Signal wires on met3:
Bar = 10 um.
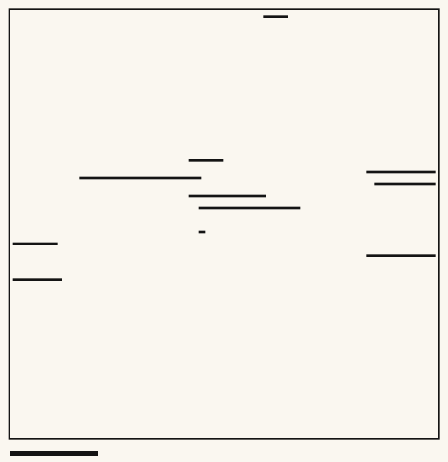
Cell density map:
The die is cut into 10 by 10 equal tiles; white is low, dark blue is high, 0 to 100% covered.
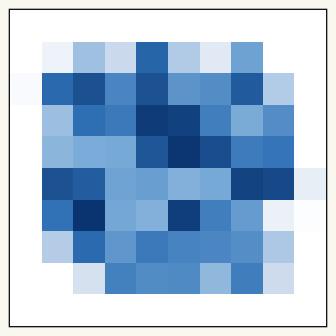
Design reg_serial_reader, sky130hd; sources not shown.
==> flow_summary.toml <==
# physical design summary
[grt]
global_route.usage.met2_pct = 20.2
initial_antenna_violation_count = 0
grt_pass1_wl_um = 2390
globalRoute.totalOverflow = 0
grt.total_usage_pct = 12.7
gr-max-usage-layer = "met2"

[layout]
non_clock_buffer_count = 24
count_of_inverters_other_than_clock_inverters_in_the_layout = 1
final_area_um2 = 918
sequential_share_of_cell_area_pct = 32.7
area.share.combinational_pct = 36.5
filler_cell_count = 146
area_share_nonclk_buffers_pct = 25.2
number_of_flip_flops_under_the_largest_register_name = 8
sequential_cell_total = 15
sequential_cell_area_um2 = 300
top_area_cell_class = "combinational gates"
stdcell_count = 113
post_route_cells_drive_above_1_share_pct = 12.4

[yosys]
post_synth_main_area_contributors = "dfxtp_1 (45%), mux2i_1 (12%), nor2b_1 (7.5%)"
synth_xor_xnor_area_share_pct = 0
yosys_warnings = 0
mux_share_pct = 12.1
synth.yosys.seq_area_share_pct = 45.3
top_cells_by_count = "dfxtp_1 (15), nand2_1 (9), mux2i_1 (8), nor2b_1 (8), o21ai_0 (7)"
synth.cellmix.compoundShare_pct = 12.8
synth-async-reset-ratio_pct = 0
synth.lib_cells_used.distinct = 23
mappedNetlistArea_um2 = 663
top_cell_area_share_pct = 45.3
synthSimpleGateAreaFrac_pct = 23.4
ys_dominant_reg_cell = "dfxtp_1"
yosys.area_share.adder_pct = 1.89
post_synthesis_cell_type_with_the_largest_combined_area = "dfxtp_1"

[power_and_ir_drop]
p_leak_nw = 0.407
power.combinational.total_uw = 155
share_of_total_power_consumed_by_net_switching_pct = 25.5
seq-power_uw = 478
power-per-cell-area_mw_per_mm2 = 964
net-switching-power_uw = 225
power_in_the_clock_group_uw = 253
seq_power_share_pct = 54.0
power.largest_group = "sequential cells"
p_comb_share_pct = 17.5
internal-power_uw = 660

[critical_path]
crit_family = "simple AND/OR/NAND/NOR gates"
critical_path_endpoint_category = "register"
critical_path_depth = 4
crit_buf_inv = 0
worst_ep_arrival_time_ps = 1520
path_class = "register to register"
worst-r2r-setup-slack_ps = 60

[timing]
worstMarginPinSlew_ps = 233
hold_viol_final = 0
layout_worst_path_cycle_share_pct = 95.7
time_the_worst_path_needs_with_i_o_delays_and_setup_ps = 1290
fin_worst_hold_slack_ps = 491
finalSetupViolCount = 0
maxSlewViolCount = 0

[route]
route.detailed.drc = 0
drt_pass1_iterations = 4
post_drt_via_cell_ratio = 5.06
dr.max_layer_used = "met4"
routed_len_inst_um = 11.7
met1_length_um = 559
detailedRoute.firstIterationViolations = 15
final_antenna_net_count = 0
wl_met3_um = 71
met2_length_um = 663

[floorplan]
well_tap_count = 16
die_h_um = 48.7
placement_rows = 14
fp.dieArea_mm2 = 0.00237

[clocking]
cts_resized = 7
post_cts.repair.setup_buffers = 0
number_of_buffers_inserted_during_clock_tree_synthesis = 3
clock_latency_ps = 290
clkTransAtPathRegs_ps = 90
cts_root_buffer = "clkbuf_4"

[placement]
place.detailed.hpwl_um = 947
globalplace.congestion = 0.710
dp.cells = 109

[run_status]
result_of_the_run = "finished clean"

[hold_path]
whs_path_depth = 3
## Picture notes: 'signal wires on met3'
nets with wire on the layer: 8
main direction: horizontal
met3 track utilization from global routing: 5.21%
total routed wirelength: 1320 um
routed via count: 572

## Picture notes: 'cell density map'
mean over tiles: 38%
fullest tile: 98%
nearly empty tiles: 36%
densest ninth of the die: centre
area inside the core boundary: 0.00154 mm^2
Core Util at FP: 43.0%
Core Util, Final: 59.6%

Power and IR drop assume default switching activity.
